### Clock network drawn from the DEF, run 1

Bar = 50 um.
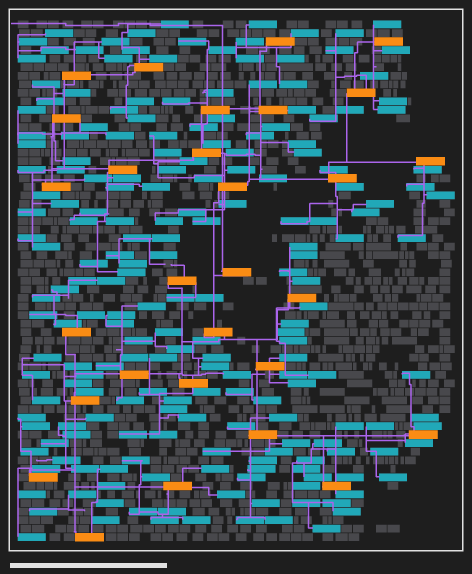
### Clock routing, run 1

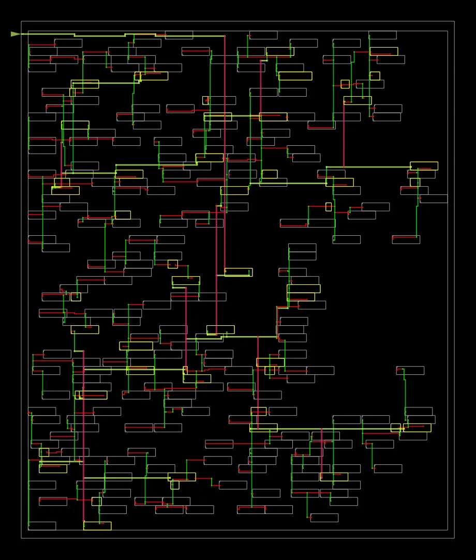
### M4 wires, run 1

Supply wires on this layer in gray.
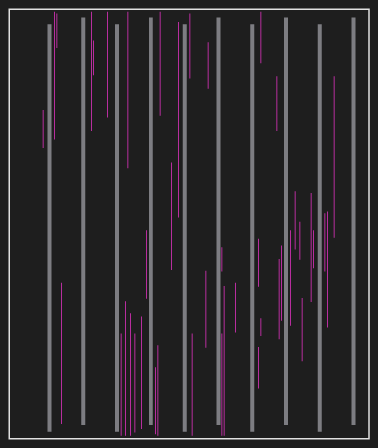
==> config.mk <==
export PLATFORM = sky130hd
export DESIGN_NAME = issue_stage
export DESIGN_NICKNAME = d
export VERILOG_FILES = /design/src/rtl/issue_stage.sv
export SDC_FILE = /design/constraint.sdc
export NUM_CORES = 1
export LEC_CHECK = 0
export CORE_ASPECT_RATIO = 1.2
export CORE_MARGIN = 2
export CORE_UTILIZATION = 46
export CTS_CLUSTER_DIAMETER = 40
export DETAILED_ROUTE_END_ITERATION = 6
export GPL_ROUTABILITY_DRIVEN = 0
export HOLD_SLACK_MARGIN = 0.15
export PLACE_DENSITY = 0.81
export SYNTH_ARGS = -nofsm -noshare
export SYNTH_HDL_FRONTEND = slang
export SYNTH_SLANG_ARGS = --single-unit
==> constraint.sdc <==
create_clock -name clk -period 8.9 [get_ports clk]
set_input_delay 0.89 -clock clk [delete_from_list [all_inputs] [get_ports clk]]
set_output_delay 0.89 -clock clk [all_outputs]
set_load 0.05 [all_outputs]
==> impl_metrics.toml, run 1 <==
# yosys + openroad results
[outcome]
status = "completed"

[clock_tree]
clock_tree.htree_level_count = 1
cts_tree = "yes"
cts.sinks = 204
post_cts_buffers = 0
post_cts_resize_count = 0
ctsRootBufferMaster = "sky130_fd_sc_hd__clkbuf_16"
clk_path_buf_depth = 3
holdBufCountCts = 0
cts-buffers-inserted = 29
clk_transition_reported_paths_ns = 0.05

[routing]
wl_per_cell_um = 23.1
drt_pass1_iterations = 5
drt.antenna.violating_nets = 0
drc_errors_left = 0
vias_per_cell = 5.66
count_of_routing_violations_after_the_opening_detailed_route_iteration = 534

[timing]
final.setup.tns_ns = 0
timing.final.crit_period_ns = 5.74
setup_repair_after_global_routing_missed_its_margin = "no"
report.final.hold_viol_count = 0
timing.max_slew.rel_slack_pct = 20.4
setup_viol = 0
post-route-worst-setup-slack_ns = 3.16
max_slew.worst_pin.slew_ns = 1.19
timing.final.max_slew_violations = 0
final_clock_period_utilization_by_the_worst_path_pct = 64.5
holdWs_ns = 0.475
fmax_mhz = 174

[logic_synthesis]
synth_nets = 1106
largest_area_cell = "sky130_fd_sc_hd__dfrtp_1"
syn_avg_cell_area_um2 = 11.9
yosys-mux-area-fraction_pct = 28.6
synth.cell_area_mm2 = 0.0108
fraction_of_the_yosys_area_taken_by_sequential_cells_pct = 47.2
synth.most_common_cell = "sky130_fd_sc_hd__dfrtp_1"
synth-main-ff-cell = "sky130_fd_sc_hd__dfrtp_1"
top_cells_by_area = "sky130_fd_sc_hd__dfrtp_1 47%, sky130_fd_sc_hd__mux2_1 11%, sky130_fd_sc_hd__mux2_2 7.0%"
yosys.stat.chipArea_mm2 = 0.0108
yosys.area.top_type_share_pct = 47.2
synth-edff-count = 0
netlist_instances = 911
post_synthesis_cell_count_from_yosys = 911
synthesis.yosys.warnings = 0
top_cells_by_count = "204 x sky130_fd_sc_hd__dfrtp_1, 103 x sky130_fd_sc_hd__mux2_1, 76 x sky130_fd_sc_hd__nand2_1, 73 x sky130_fd_sc_hd__mux2i_1"
post_synth_main_logic_family = "multiplexers"
area_share_of_and_or_or_and_cells_after_synthesis_pct = 9.38
xor_share_pct = 1.22
yosysUniqueCellTypes = 50
postSynth.asyncResetShare_pct = 100
ys_sh_adder_pct = 0.116
basic_gates_by_area_pct = 8.27
numSynthFlops = 204

[critical_path]
worst_path_max_delay_cell = "sky130_fd_sc_hd__nand3_2"
startpoint_type = "input port"
critPathMaxStageDelay_ns = 0.89
cp.buffers_inverters = 2
crit_path_cell_trace = "clkdlybuf4s50_1 -> xor2_1 -> nor4_1 -> nand3_2 -> o2111ai_1 -> nand3_1 -> a21boi_0 -> clkdlybuf4s50_1"
timing_worst_setup_path_type = "input port to primary output"
path_max_fanout = 23
cp_data_required_time_ns = 8.01
crit_family = "buffers and inverters"
path_common_cell = "sky130_fd_sc_hd__clkdlybuf4s50_1"
ff2ff_setup_slack_ns = 5.47
timing.critical_path.depth = 8
timing.critical_path.arrival_ns = 4.85
cp-end-kind = "primary output"
timing.reg2reg.worst_path_depth = 6

[flow_run]
max_cap_viols = 0
warning_count = 32

[global_routing]
global_route.overflow_total = 0
grt_max_degree = 204
global_route.usage.total_pct = 29.0
grt_pass1_wl_mm = 54.0
antenna_found_initial = 4
first_global_vias = 9111

[final_layout]
stdcell_count = 1584
layout.filler_cells = 1735
layout_cell_share_with_drive_strength_beyond_1_pct = 14.7
seqCellArea_mm2 = 0.00510
area_growth_syn_to_layout_pct = 43.5
lay_top_count = "sky130_fd_sc_hd__clkdlybuf4s50_1"
layout.cells.most_common_list = "374 x sky130_fd_sc_hd__clkdlybuf4s50_1, 204 x sky130_fd_sc_hd__dfrtp_1, 103 x sky130_fd_sc_hd__mux2_1, 76 x sky130_fd_sc_hd__nand2_1, 73 x sky130_fd_sc_hd__mux2i_1"
final_design_area_no_fill_mm2 = 0.0155
mi_logic_area_mm2 = 0.00517
finish.net_count = 1439
postLayoutCoreUtil_pct = 67.1

[floorplan]
pin_count = 376
fp.dieW_um = 144
floorplan.core_area_mm2 = 0.0231
die_height_um = 172
number_of_core_rows = 61
die-area_mm2 = 0.0247
initCoreUtil_pct = 46.7

[placed_design]
dpl-instance-area_mm2 = 0.0145
io_buffers = 375
place.detailed.instances = 1528
place_ws_ns = 3.21
half_perimeter_wire_length_after_placement_mm = 25.9

[min_path]
timing.hold.worst.class = "flip-flop to flip-flop"
whs_path_depth = 1

[power]
max-vdd-ir-drop_v = 0.000234
power.static_leakage_nw = 6.50
p_per_area_mw_per_mm2 = 269
power.total_mw = 4.16
Notes on 'Clock network drawn from the DEF' above:
Cyan is flip-flops, count 204. Orange is cells driving clock nets, count 29. Purple is clock wires, length 2,740 um.
There are 30 routed clock nets. Position of the flops: all over the die.
clock network fraction of design power: 27.7%
maximum clock skew at final layout: 0.0203 ns

Notes on 'Clock routing' above:
insertion delay to the later sink of the worst-skew pair: 0.53 ns
flop count: 204

Notes on 'M4 wires' above:
The wires run mostly vertical. The layer carries 1,470 um of wire. 34 nets have wire on it. The longest straight run is 78.2 um. The layer holds 4.0% of the routed length.
total via count after detailed routing: 8,963
Total Routed Length: 36.6 mm

==> run 1: layout make-up <==
class                   count  area share, %
multi-input cells         619           33.3
flip-flops and latches    204           32.9
repair buffers            381           24.5
clock buffers              35           5.08
well taps                 315           2.54
clock inverters            17           1.26
inverters                   9          0.266
diodes                      4         0.0646
==> run 1: per-layer routing <==
metal | up-vias | track usage, % | share of wire, %
met5 | - | 0 | 0
met1 | 4483 | 35.7 | 37
met2 | 441 | 47.5 | 49
li1 | 3941 | - | -
met4 | 0 | 11.7 | 4.0
met3 | 98 | 9.28 | 10
==> run 1: power by group <==
| group | internal (mW) | switching, mW |
|---|---|---|
| logic | 0.616 | 1.12 |
| registers | 1.15 | 0.122 |
| clock network | 0.720 | 0.434 |
| total | 2.49 | 1.68 |
==> inputs of run 2 (changes only) <==
CORE_UTILIZATION = 42   (was 46)
PLACE_DENSITY = 0.78   (was 0.81)
clock period = 5.1 ns   (was 8.9 ns; I/O delays follow)
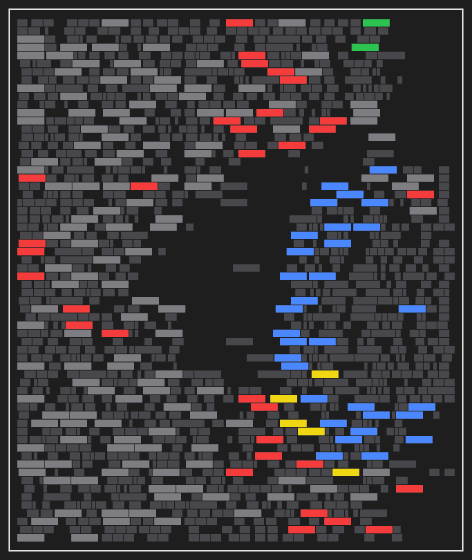
*Register map, names as in the netlist, run 2*
Other sequential cells in the stronger gray, the rest of the logic in the fainter gray.
Red is out_pc, flops 32, where all over the die. Green is out_class, flops 2. Yellow is out_rd, flops 5. Blue is pend_q, flops 31.
Another 134 sequential cells are not colored.
sequential power: 2.22 mW
post-layout util: 61.8%
sequential cell area share: 32.5%
Flop area: 0.00510 mm2

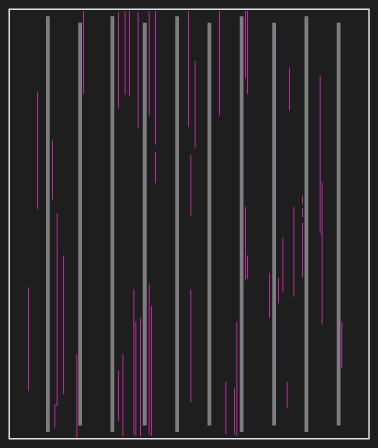
*M4 wires, run 2*
Supply wires on this layer in gray.
The layer carries 1,620 um of wire. The layer holds 4.4% of the routed length. The longest straight run is 80.4 um. 37 nets have wire on it.
total via count after detailed routing: 8,916
Total Routed Length: 36.6 mm

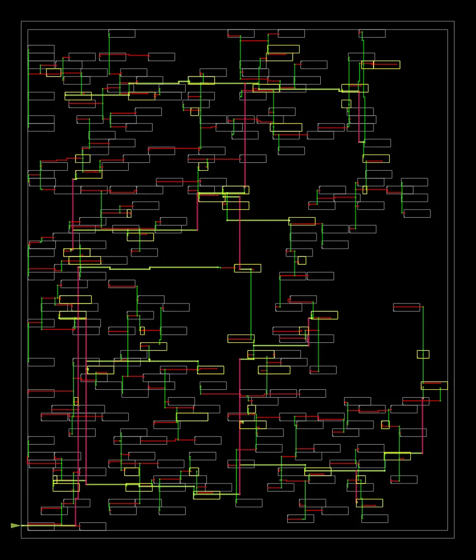
*Clock routing, run 2*
maximum clock skew at final layout: 0.0189 ns
number of clock sinks: 204

==> run 2 against run 1 <==
Compared with the run above: global-route usage fell by 2.2 points; worst hold slack got worse by 0.23 ns; non-clock buffer count grew 4; critical path depth is 1 lower; synthesized area stayed put; first-iteration DRC count down 4.7%; sequential cell count unchanged; total power grew 80%; via count decreased by 0.52%; cell area increased by 1.2%; largest cell class unchanged; final cell count up 1.2%; sequential power grew 75%; highest routed layer unchanged.
==> impl_metrics.toml, run 2 <==
# yosys + openroad results
[power]
internal_power_mw = 4.56
power.static_leakage_nw = 6.57
netSwitchingFraction_pct = 39.3
power.share.clock_pct = 30.2
top_contributor_to_total_power = "combinational logic"
total_switching_power_mw = 2.95
pwr.group.combinational_mw = 3.02
power.sequential.fraction_pct = 29.6

[critical_path]
path_max_fanout = 6
crit_family = "buffers and inverters"
startpoint_type = "input port"
worst_path_max_delay_cell = "sky130_fd_sc_hd__clkdlybuf4s50_1"
ff2ff_setup_slack_ns = 1.89
cp.buffers_inverters = 2
crit_path_cell_trace = "clkdlybuf4s50_1 -> mux4_2 -> mux4_2 -> o2111ai_1 -> nand3_1 -> a21boi_0 -> clkdlybuf4s50_1"
cp_data_required_time_ns = 4.59
timing_worst_setup_path_type = "input port to primary output"
timing.critical_path.arrival_ns = 3.77

[logic_synthesis]
numSynthFlops = 204
synth.cell_area_mm2 = 0.0108
basic_gates_by_area_pct = 8.27
yosys.stat.chipArea_mm2 = 0.0108
synth.most_common_cell = "sky130_fd_sc_hd__dfrtp_1"
top_cells_by_count = "204 x sky130_fd_sc_hd__dfrtp_1, 103 x sky130_fd_sc_hd__mux2_1, 76 x sky130_fd_sc_hd__nand2_1, 73 x sky130_fd_sc_hd__mux2i_1"
yosys.area.top_type_share_pct = 47.2
synthesis.yosys.warnings = 0
synth-main-ff-cell = "sky130_fd_sc_hd__dfrtp_1"
yosys-mux-area-fraction_pct = 28.6
top_cells_by_area = "sky130_fd_sc_hd__dfrtp_1 47%, sky130_fd_sc_hd__mux2_1 11%, sky130_fd_sc_hd__mux2_2 7.0%"
xor_share_pct = 1.22
postSynth.asyncResetShare_pct = 100
largest_area_cell = "sky130_fd_sc_hd__dfrtp_1"
fraction_of_the_yosys_area_taken_by_sequential_cells_pct = 47.2
synth_nets = 1106
yosysUniqueCellTypes = 50

[global_routing]
globalRouteMet1Util_pct = 31.5
global_route.usage.total_pct = 26.9
global_route.usage.met3_pct = 7.89
grt_max_degree = 128
global_route.overflow_total = 0
antenna_found_initial = 0
grt_pass1_wl_mm = 56.0

[timing]
final_clock_period_utilization_by_the_worst_path_pct = 83.9
timing.final.max_slew_violations = 0
report.final.hold_viol_count = 0
setup_repair_after_global_routing_missed_its_margin = "no"
final.setup.tns_ns = 0
setup_viol = 0

[routing]
met2WireLength_mm = 18.2
drt.antenna.violating_nets = 0
vias_per_cell = 5.56
drt-met1-wl_mm = 13.7
count_of_routing_violations_after_the_opening_detailed_route_iteration = 509
met3_wirelength_mm = 3.07
top_layer = "met4"

[outcome]
status = "completed"

[final_layout]
lay_top_count = "sky130_fd_sc_hd__clkdlybuf4s50_1"
non_clock_inverter_count = 9
comb_area_share_pct = 33.0
dominant_kind_of_cell_by_area = "multi-input combinational cells"
stdcell_count = 1603
seq_cells = 204
mi_logic_area_mm2 = 0.00517
clock_buffers = 39
layout.filler_cells = 2007
logic_gate_count = 619

[clock_tree]
clock_insertion_delay_worst_skew_ns = 0.55
post_cts_buffers = 0
cts_tree = "yes"
cts-buffers-inserted = 30
clk_path_buf_depth = 3
clock_tree.htree_level_count = 1
post_cts_resize_count = 0

[floorplan]
floorplan.core_area_mm2 = 0.0254
die-area_mm2 = 0.0270
number_of_core_rows = 64
die_height_um = 180

[flow_run]
max_cap_viols = 0
warning_count = 28

[min_path]
timing.hold.worst.class = "input port to asynchronous set/reset pin"
## run 2: cell types whose count changed in the layout (fill, tap and decap cells not counted), sizes merged
cell	delta
bufinv	+3
diode	-4
clkbuf	+4
clkdlybuf4s50	-1
buf	+5
inv	+1
clkinv	-7
clkinvlp	+3
## run 2: stage by stage
| step | total power [mW] | setup WS (ns) | utilization [%] | cell area (um2) |
|---|---|---|---|---|
| 2_1_floorplan | 4.08 | 1.46 | - | 10800 |
| 3_3_place_gp | 5.22 | 0.880 | 57.5 | 14600 |
| 3_5_place_dp | 5.26 | 0.824 | 57.5 | 14600 |
| 4_1_cts | 7.55 | 0.815 | 61.8 | 15700 |
| 5_1_grt | 7.77 | 0.650 | 61.8 | 15700 |
| 6_report | 7.51 | 0.822 | 61.8 | 15700 |
No activity file was given, so power comes from the tool's default toggle rates.
